File: src/rtl/cache_nway.sv
// N-way set-associative, write-through / write-allocate cache: one word per line,
// valid/ready request port, req/ack memory port, per-set round-robin victim pointer.
module cache_nway #(
  parameter int WAYS     = 2,
  parameter int SET_BITS = 5,
  parameter int ADDR_W   = 32,
  parameter int DATA_W   = 32,
  parameter int CNT_W    = 32
) (
  input  logic              i_clk,
  input  logic              i_rst,
  input  logic              i_req_valid,
  output logic              o_req_ready,
  input  logic              i_req_wr,
  input  logic [ADDR_W-1:0] i_req_addr,
  input  logic [DATA_W-1:0] i_req_wdata,
  output logic              o_resp_valid,
  output logic [DATA_W-1:0] o_resp_data,
  output logic              o_resp_miss,
  output logic              o_mem_req,
  output logic              o_mem_wr,
  output logic [ADDR_W-1:0] o_mem_addr,
  output logic [DATA_W-1:0] o_mem_wdata,
  input  logic              i_mem_ack,
  input  logic [DATA_W-1:0] i_mem_rdata,
  output logic [CNT_W-1:0]  o_hit_cnt,
  output logic [CNT_W-1:0]  o_miss_cnt
);

  localparam int SETS  = 2 ** SET_BITS;
  localparam int TAG_W = ADDR_W - SET_BITS;
  localparam int WB    = (WAYS > 1) ? $clog2(WAYS) : 1;

  typedef enum logic [1:0] {
    S_IDLE    = 2'd0,
    S_RD_MISS = 2'd1,
    S_WR_MEM  = 2'd2
  } state_t;

  state_t r_state;
  state_t w_state_nxt;

  logic [WAYS-1:0]   r_valid [SETS];
  logic [WB-1:0]     r_vptr  [SETS];
  logic [TAG_W-1:0]  r_tag   [SETS][WAYS];
  logic [DATA_W-1:0] r_data  [SETS][WAYS];

  logic              r_req_ready;
  logic              r_resp_valid;
  logic [DATA_W-1:0] r_resp_data;
  logic              r_resp_miss;
  logic              r_mem_req;
  logic              r_mem_wr;
  logic [ADDR_W-1:0] r_mem_addr;
  logic [DATA_W-1:0] r_mem_wdata;
  logic [CNT_W-1:0]  r_hit_cnt;
  logic [CNT_W-1:0]  r_miss_cnt;

  logic [SET_BITS-1:0] w_idx;
  logic [TAG_W-1:0]    w_tag;
  logic [WAYS-1:0]     w_hit_vec;
  logic                w_hit;
  logic [WB-1:0]       w_hit_way;
  logic [DATA_W-1:0]   w_hit_data;
  logic [WB-1:0]       w_free_way;
  logic                w_all_valid;
  logic [WB-1:0]       w_vict;
  logic [WB-1:0]       w_vptr_nxt;
  logic                w_accept;
  logic                w_rd_hit;
  logic                w_rd_miss;
  logic                w_wr_acc;
  logic                w_fill;
  logic                w_wr_done;
  logic                w_upd;
  logic                w_alloc;
  logic [WB-1:0]       w_upd_way;
  logic [DATA_W-1:0]   w_upd_data;

  // While busy, the latched request address lives in r_mem_addr, so it selects the set.
  assign w_idx = (r_state == S_IDLE) ? i_req_addr[SET_BITS-1:0] : r_mem_addr[SET_BITS-1:0];
  assign w_tag = (r_state == S_IDLE) ? i_req_addr[ADDR_W-1:SET_BITS] : r_mem_addr[ADDR_W-1:SET_BITS];

  // Tag lookup and lowest-index free way search for the selected set.
  always_comb begin
    w_hit_vec  = '0;
    w_hit_way  = '0;
    w_hit_data = '0;
    w_free_way = '0;
    for (int w = 0; w < WAYS; w++) begin
      w_hit_vec[w] = r_valid[w_idx][w] && (r_tag[w_idx][w] == w_tag);
      w_hit_way    = w_hit_way | (w_hit_vec[w] ? WB'(w) : {WB{1'b0}});
      w_hit_data   = w_hit_data | ({DATA_W{w_hit_vec[w]}} & r_data[w_idx][w]);
    end
    for (int w = WAYS - 1; w >= 0; w--) begin
      w_free_way = r_valid[w_idx][w] ? w_free_way : WB'(w);
    end
  end

  assign w_hit       = |w_hit_vec;
  assign w_all_valid = &r_valid[w_idx];
  assign w_vict      = w_all_valid ? r_vptr[w_idx] : w_free_way;
  assign w_vptr_nxt  = (r_vptr[w_idx] == WB'(WAYS - 1)) ? {WB{1'b0}} : r_vptr[w_idx] + WB'(1);

  assign w_accept  = i_req_valid && (r_state == S_IDLE);
  assign w_rd_hit  = w_accept && !i_req_wr && w_hit;
  assign w_rd_miss = w_accept && !i_req_wr && !w_hit;
  assign w_wr_acc  = w_accept && i_req_wr;
  assign w_fill    = (r_state == S_RD_MISS) && i_mem_ack && r_mem_req;
  assign w_wr_done = (r_state == S_WR_MEM) && i_mem_ack && r_mem_req;

  // Writes land at acceptance; read misses are filled only when memory answers.
  assign w_upd      = w_wr_acc || w_fill;
  assign w_alloc    = w_fill || (w_wr_acc && !w_hit);
  assign w_upd_way  = (w_wr_acc && w_hit) ? w_hit_way : w_vict;
  assign w_upd_data = w_wr_acc ? i_req_wdata : i_mem_rdata;

  // Next-state decode.
  always_comb begin
    w_state_nxt = r_state;
    case (r_state)
      S_IDLE: begin
        if (i_req_valid) begin
          if (i_req_wr) begin
            w_state_nxt = S_WR_MEM;
          end else if (!w_hit) begin
            w_state_nxt = S_RD_MISS;
          end else begin
            w_state_nxt = S_IDLE;
          end
        end else begin
          w_state_nxt = S_IDLE;
        end
      end
      S_RD_MISS: begin
        if (w_fill) begin
          w_state_nxt = S_IDLE;
        end else begin
          w_state_nxt = S_RD_MISS;
        end
      end
      S_WR_MEM: begin
        if (w_wr_done) begin
          w_state_nxt = S_IDLE;
        end else begin
          w_state_nxt = S_WR_MEM;
        end
      end
      default: w_state_nxt = S_IDLE;
    endcase
  end

  // State register and registered ready.
  always_ff @(posedge i_clk or posedge i_rst) begin
    if (i_rst) begin
      r_state     <= S_IDLE;
      r_req_ready <= 1'b1;
    end else begin
      r_state     <= w_state_nxt;
      r_req_ready <= (w_state_nxt == S_IDLE);
    end
  end

  // Valid bits and victim pointers; only allocations into a full set move the pointer.
  always_ff @(posedge i_clk or posedge i_rst) begin
    if (i_rst) begin
      for (int s = 0; s < SETS; s++) begin
        r_valid[s] <= '0;
        r_vptr[s]  <= '0;
      end
    end else if (w_upd) begin
      r_valid[w_idx][w_upd_way] <= 1'b1;
      if (w_alloc && w_all_valid) begin
        r_vptr[w_idx] <= w_vptr_nxt;
      end
    end
  end

  // Tag and data storage need no reset: nothing is read while the valid bit is clear.
  always_ff @(posedge i_clk) begin
    if (w_upd) begin
      r_tag[w_idx][w_upd_way]  <= w_tag;
      r_data[w_idx][w_upd_way] <= w_upd_data;
    end
  end

  // Response, memory port and counters.
  always_ff @(posedge i_clk or posedge i_rst) begin
    if (i_rst) begin
      r_resp_valid <= 1'b0;
      r_resp_data  <= '0;
      r_resp_miss  <= 1'b0;
      r_mem_req    <= 1'b0;
      r_mem_wr     <= 1'b0;
      r_mem_addr   <= '0;
      r_mem_wdata  <= '0;
      r_hit_cnt    <= '0;
      r_miss_cnt   <= '0;
    end else begin
      r_resp_valid <= 1'b0;
      if (w_rd_hit) begin
        r_resp_valid <= 1'b1;
        r_resp_data  <= w_hit_data;
        r_resp_miss  <= 1'b0;
        r_hit_cnt    <= r_hit_cnt + CNT_W'(1);
      end else if (w_rd_miss) begin
        r_miss_cnt <= r_miss_cnt + CNT_W'(1);
        r_mem_req  <= 1'b1;
        r_mem_wr   <= 1'b0;
        r_mem_addr <= i_req_addr;
      end else if (w_wr_acc) begin
        r_mem_req   <= 1'b1;
        r_mem_wr    <= 1'b1;
        r_mem_addr  <= i_req_addr;
        r_mem_wdata <= i_req_wdata;
      end else if (w_fill) begin
        r_mem_req    <= 1'b0;
        r_resp_valid <= 1'b1;
        r_resp_data  <= i_mem_rdata;
        r_resp_miss  <= 1'b1;
      end else if (w_wr_done) begin
        r_mem_req    <= 1'b0;
        r_resp_valid <= 1'b1;
        r_resp_miss  <= 1'b0;
      end
    end
  end

  assign o_req_ready  = r_req_ready;
  assign o_resp_valid = r_resp_valid;
  assign o_resp_data  = r_resp_data;
  assign o_resp_miss  = r_resp_miss;
  assign o_mem_req    = r_mem_req;
  assign o_mem_wr     = r_mem_wr;
  assign o_mem_addr   = r_mem_addr;
  assign o_mem_wdata  = r_mem_wdata;
  assign o_hit_cnt    = r_hit_cnt;
  assign o_miss_cnt   = r_miss_cnt;

endmodule

File: config.mk
export PLATFORM = sky130hd
export DESIGN_NAME = cache_nway
export DESIGN_NICKNAME = d
export VERILOG_FILES = /design/src/rtl/cache_nway.sv
export SDC_FILE = /design/constraint.sdc
export NUM_CORES = 2
export LEC_CHECK = 0
export CAP_MARGIN = 20
export CORE_ASPECT_RATIO = 1.25
export CORE_MARGIN = 2
export CORE_UTILIZATION = 25
export CTS_CLUSTER_DIAMETER = 100
export CTS_CLUSTER_SIZE = 12
export DETAILED_ROUTE_END_ITERATION = 16
export MAX_ROUTING_LAYER = met4
export PLACE_DENSITY = 0.37
export SLEW_MARGIN = 30
export SYNTH_ARGS = -nofsm -noshare
export SYNTH_HDL_FRONTEND = slang
export SYNTH_SLANG_ARGS = --single-unit
File: constraint.sdc
create_clock -name i_clk -period 26.8 [get_ports i_clk]
set_input_delay 5.36 -clock i_clk [delete_from_list [all_inputs] [get_ports i_clk]]
set_output_delay 5.36 -clock i_clk [all_outputs]
set_load 0.01 [all_outputs]
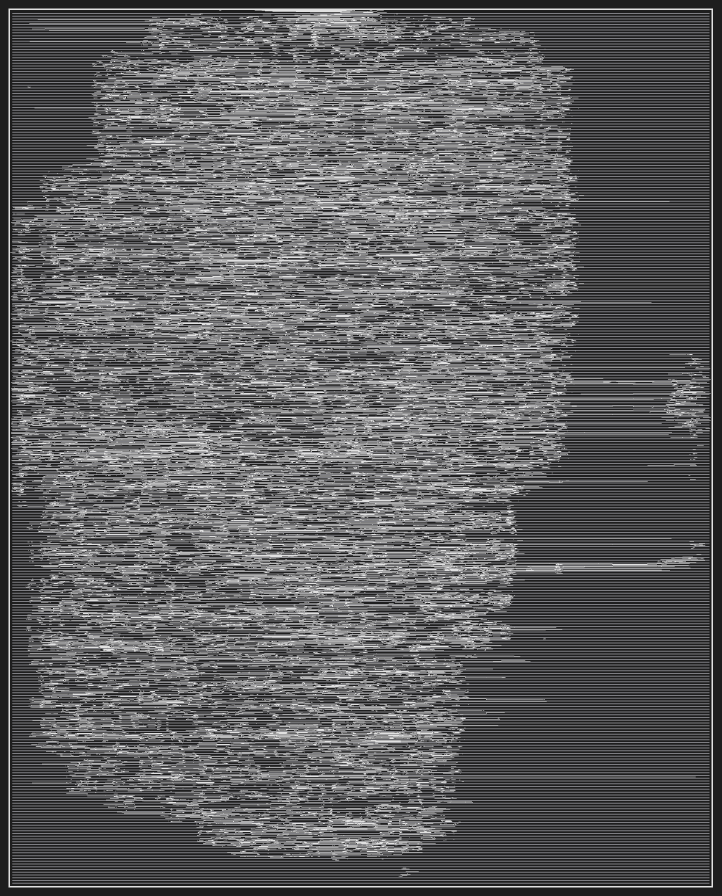
Figure 1: signal wires on met1.
Supply wires on this layer in grey.
The layer holds 42% of the routed length. The longest straight run is 271 um. 9018 nets have wire on it. The wires run mostly horizontal.

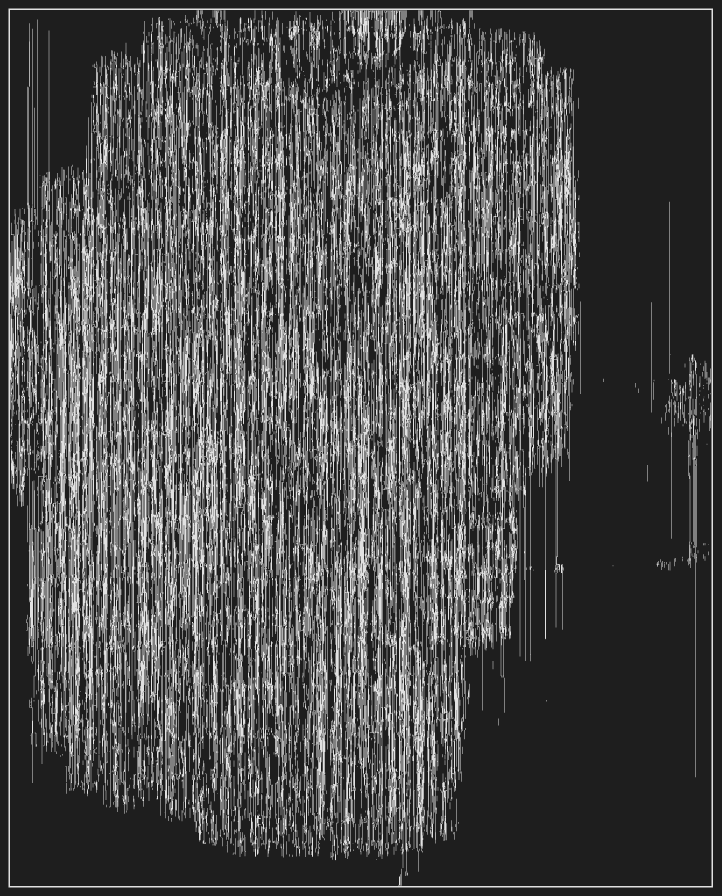
Figure 2: metal 2.
The layer carries 299 mm of wire. 7658 nets have wire on it. The longest straight run is 417 um.

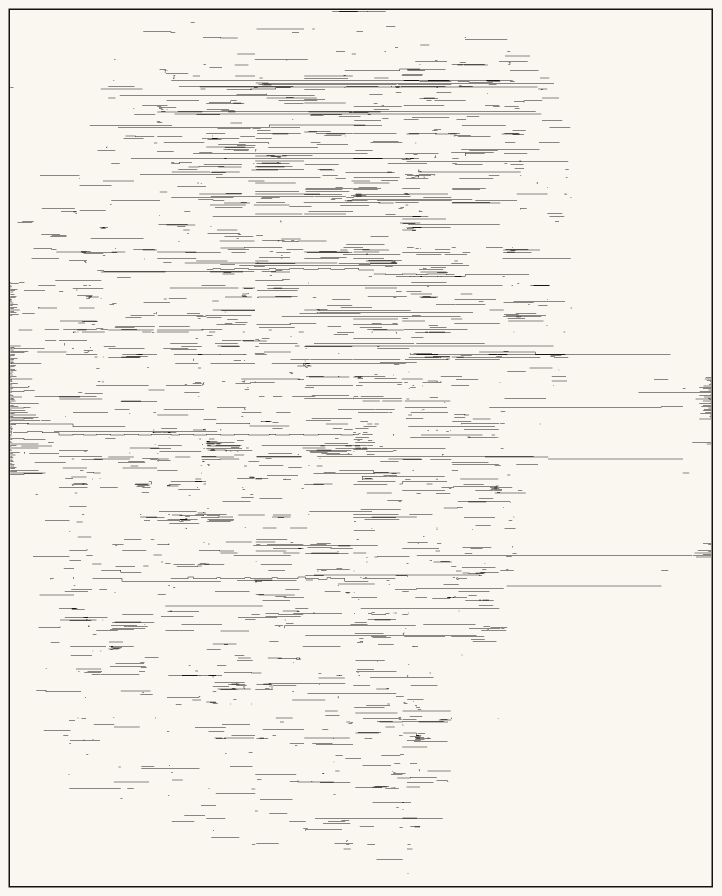
Figure 3: signal wires on met3.
The wires run mostly horizontal. The layer carries 36.9 mm of wire. The longest straight run is 361 um. 901 nets have wire on it.

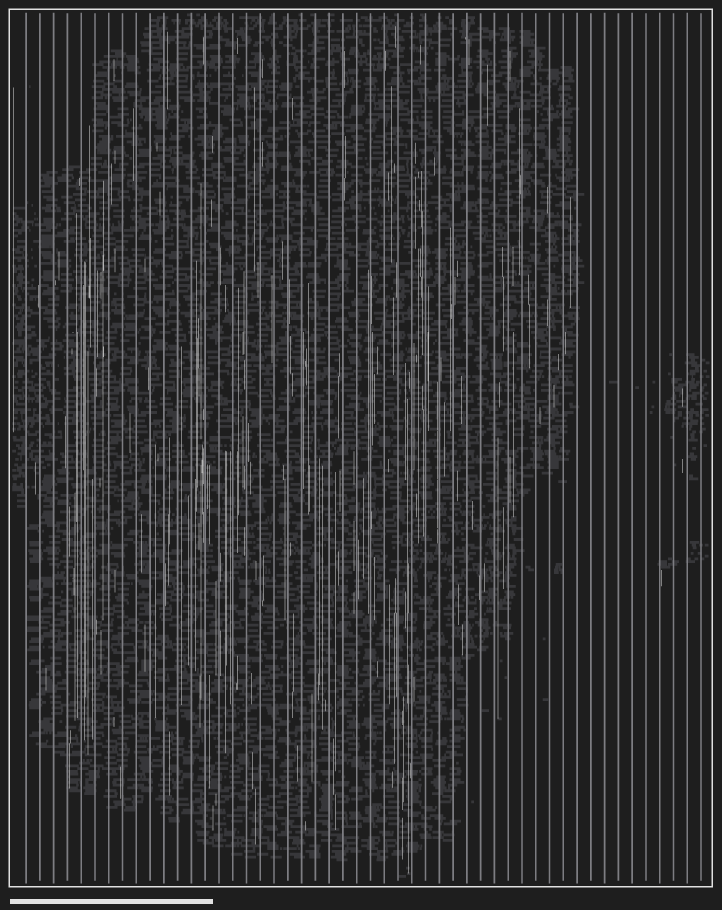
Figure 4: M4 wires.
The bar under the picture is 200 um long. Supply wires on this layer in grey.
114 nets have wire on it. The longest straight run is 471 um. The wires run mostly vertical. The layer holds 2.9% of the routed length. The layer carries 17900 um of wire.

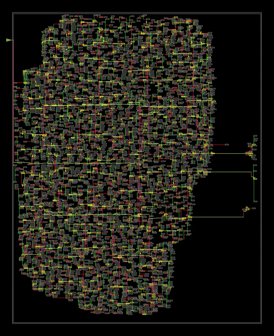
Figure 5: clock wiring as the flow saved it.
seq_cells: 4039
number of buffers added by the clock tree synthesis step: 379
clock net sink count: 4039
Insertion Delay late pin: 1.02 ns
clkbuf count: 503

==> run summary <==
Notes on the flow outputs.

- The run finished with clean final reports.
- The number of nets at the end of the flow is 9374.
- CTS reports a maximum clock tree buffer depth of 4.
- The design draws 19200 uW.
- The overall overflow remaining after global route reads 0.
- The flow reported a cell area power density of 112 nW/um2.
- The final routed wire length divided by cell count is 35.3 um.
- For this design, the slowest cell found on the critical path is nor2_4.
- In this run, distinct cell masters in the synthesized netlist total 59.
- For this run, the chip area from Yosys synthesis comes to 148000 um2.
- The starting utilization of the core area is 25.1%.
- Ranked by total cell area, the synthesized netlist is headed by edfxtp_1, o22ai_1, dfrtp_1.
- The highest achievable clock rate reads 68.5 MHz.
- The number of global-route vias before repair was 87554.
- The number of flops mapped to enable cells by yosys reads 3776.
- The number of search-and-repair iterations in the first detailed-routing pass reads 6.
- The number of nets produced by synthesis reads 8984.
- The first global-routing pass estimated 809000 um of wire.
- The final RePlAce weighted congestion reads 0.834.
- The placed standard-cell area is 161000 um2.
- The leakage power in the latest report is 0.0524 uW.
- Sorting the synthesized cells by how often they occur yields edfxtp_1, o22ai_1, o21ai_0.
- The synthesis warning total reads 0.
- In this run the worst path has a maximum fanout of 99.
- STA reports the tightest min-delay check as being of type reg2reg.
- In the CTS report, the clock slew at the register clock pins of the worst setup and hold paths is listed as 0.06 ns.
- In the synthesized netlist the async set-or-reset flop fraction comes to 6.51%.
- During I/O placement, the number of pins put on the boundary was 266.
- The count of instantiated cells in the yosys netlist reads 8881.
- The maximum vdd ir drop reads 78.6 uV.
stage by stage:
step / worst slack, ns / hold slack, ns
finish: 12.21 / 0.479
global route: 11.99 / 0.491
CTS: 12.32 / 0.479
detailed placement: 11.25 / 0.462
global placement: 11.04 / 0.458
floorplan: 14.20 / 0.444
sequential cells by signal (all words and copies together), names as in the netlist:
register      flops
r_state           2
o_mem_req         1
r_data         2048
o_mem_wr          1
o_mem_wdata      32
o_hit_cnt        32
o_resp_valid      1
r_valid          64
o_resp_data      32
r_tag          1728
o_miss_cnt       32
o_resp_miss       1
r_vptr           32
o_mem_addr       32
o_req_ready       1
area by class of cell:
class,instances,area (um2)
Fill cell,57982,417000
Sequential cell,4039,120000
Multi-Input combinational cell,4211,25700
Clock buffer,503,10100
Tap cell,7766,9720
Timing Repair Buffer,620,5720
Clock inverter,25,284
Inverter,20,82.6
Antenna cell,23,57.6
cells in the final DEF, fill, tap and decap left out, types with 17 or more instances in the layout:
cell / n
o31ai_1: 33
inv_1: 19
buf_6: 28
buf_12: 19
clkbuf_16: 387
o21ai_0: 839
nor3_1: 17
a221o_1: 32
nand3_1: 22
nand2_4: 17
o21ai_1: 159
mux2_2: 35
dfrtp_1: 261
clkdlybuf4s50_1: 265
edfxtp_1: 3776
o22ai_1: 1892
diode_2: 23
or3_1: 32
xor2_1: 40
o21bai_1: 64
nor4_1: 26
nor2_1: 117
nor2_4: 74
clkbuf_1: 116
nand4_1: 260
nand2_1: 269
a22oi_1: 87
xnor2_1: 31
buf_4: 305
cells by family after synthesis:
logic type	count (synthesis)	share of synthesized area, %
adders and majority gates	2	0.0170
and+or+nand+nor	918	3.08
AOI/OAI and AO/OA	3172	12.9
xor gates and xnor gates	71	0.421
muxes	48	0.361
DFF	4039	81.3
buffers and inverters	631	1.97
power breakdown:
part / switching (uW) / total, uW / internal (uW)
sequential: 111 / 7860 / 7750
clock: 2370 / 4980 / 2610
combinational: 4970 / 6330 / 1360
metal layers:
layer,global-route usage [%],vias to the layer above,routed length [um]
met2,33.6,3355,299000
met4,4.83,0,17900
met5,-,-,0
met3,2.72,586,36900
li1,-,37245,-
met1,26.1,48203,254000
path summary, 6_finish.rpt:
| check | startpoint | to | slack, ns | cells past startpoint |
|---|---|---|---|---|
| setup / recovery | i_req_addr[0] | r_tag[26][53] | 12.21 | 20 |
| hold / removal | r_valid[41] | r_valid[41] | 0.48 | 1 |
| setup reg to reg | r_state[1] | r_tag[26][53] | 16.21 | 21 |
| hold reg to reg | r_valid[41] | r_valid[41] | 0.48 | 1 |
| max in group asynchronous | i_rst | o_mem_wdata[30] | 19.51 | 5 |
| min in group asynchronous | i_rst | o_miss_cnt[24] | 4.73 | 2 |
Power figures rest on the tool's default switching activity, not on a simulated workload.
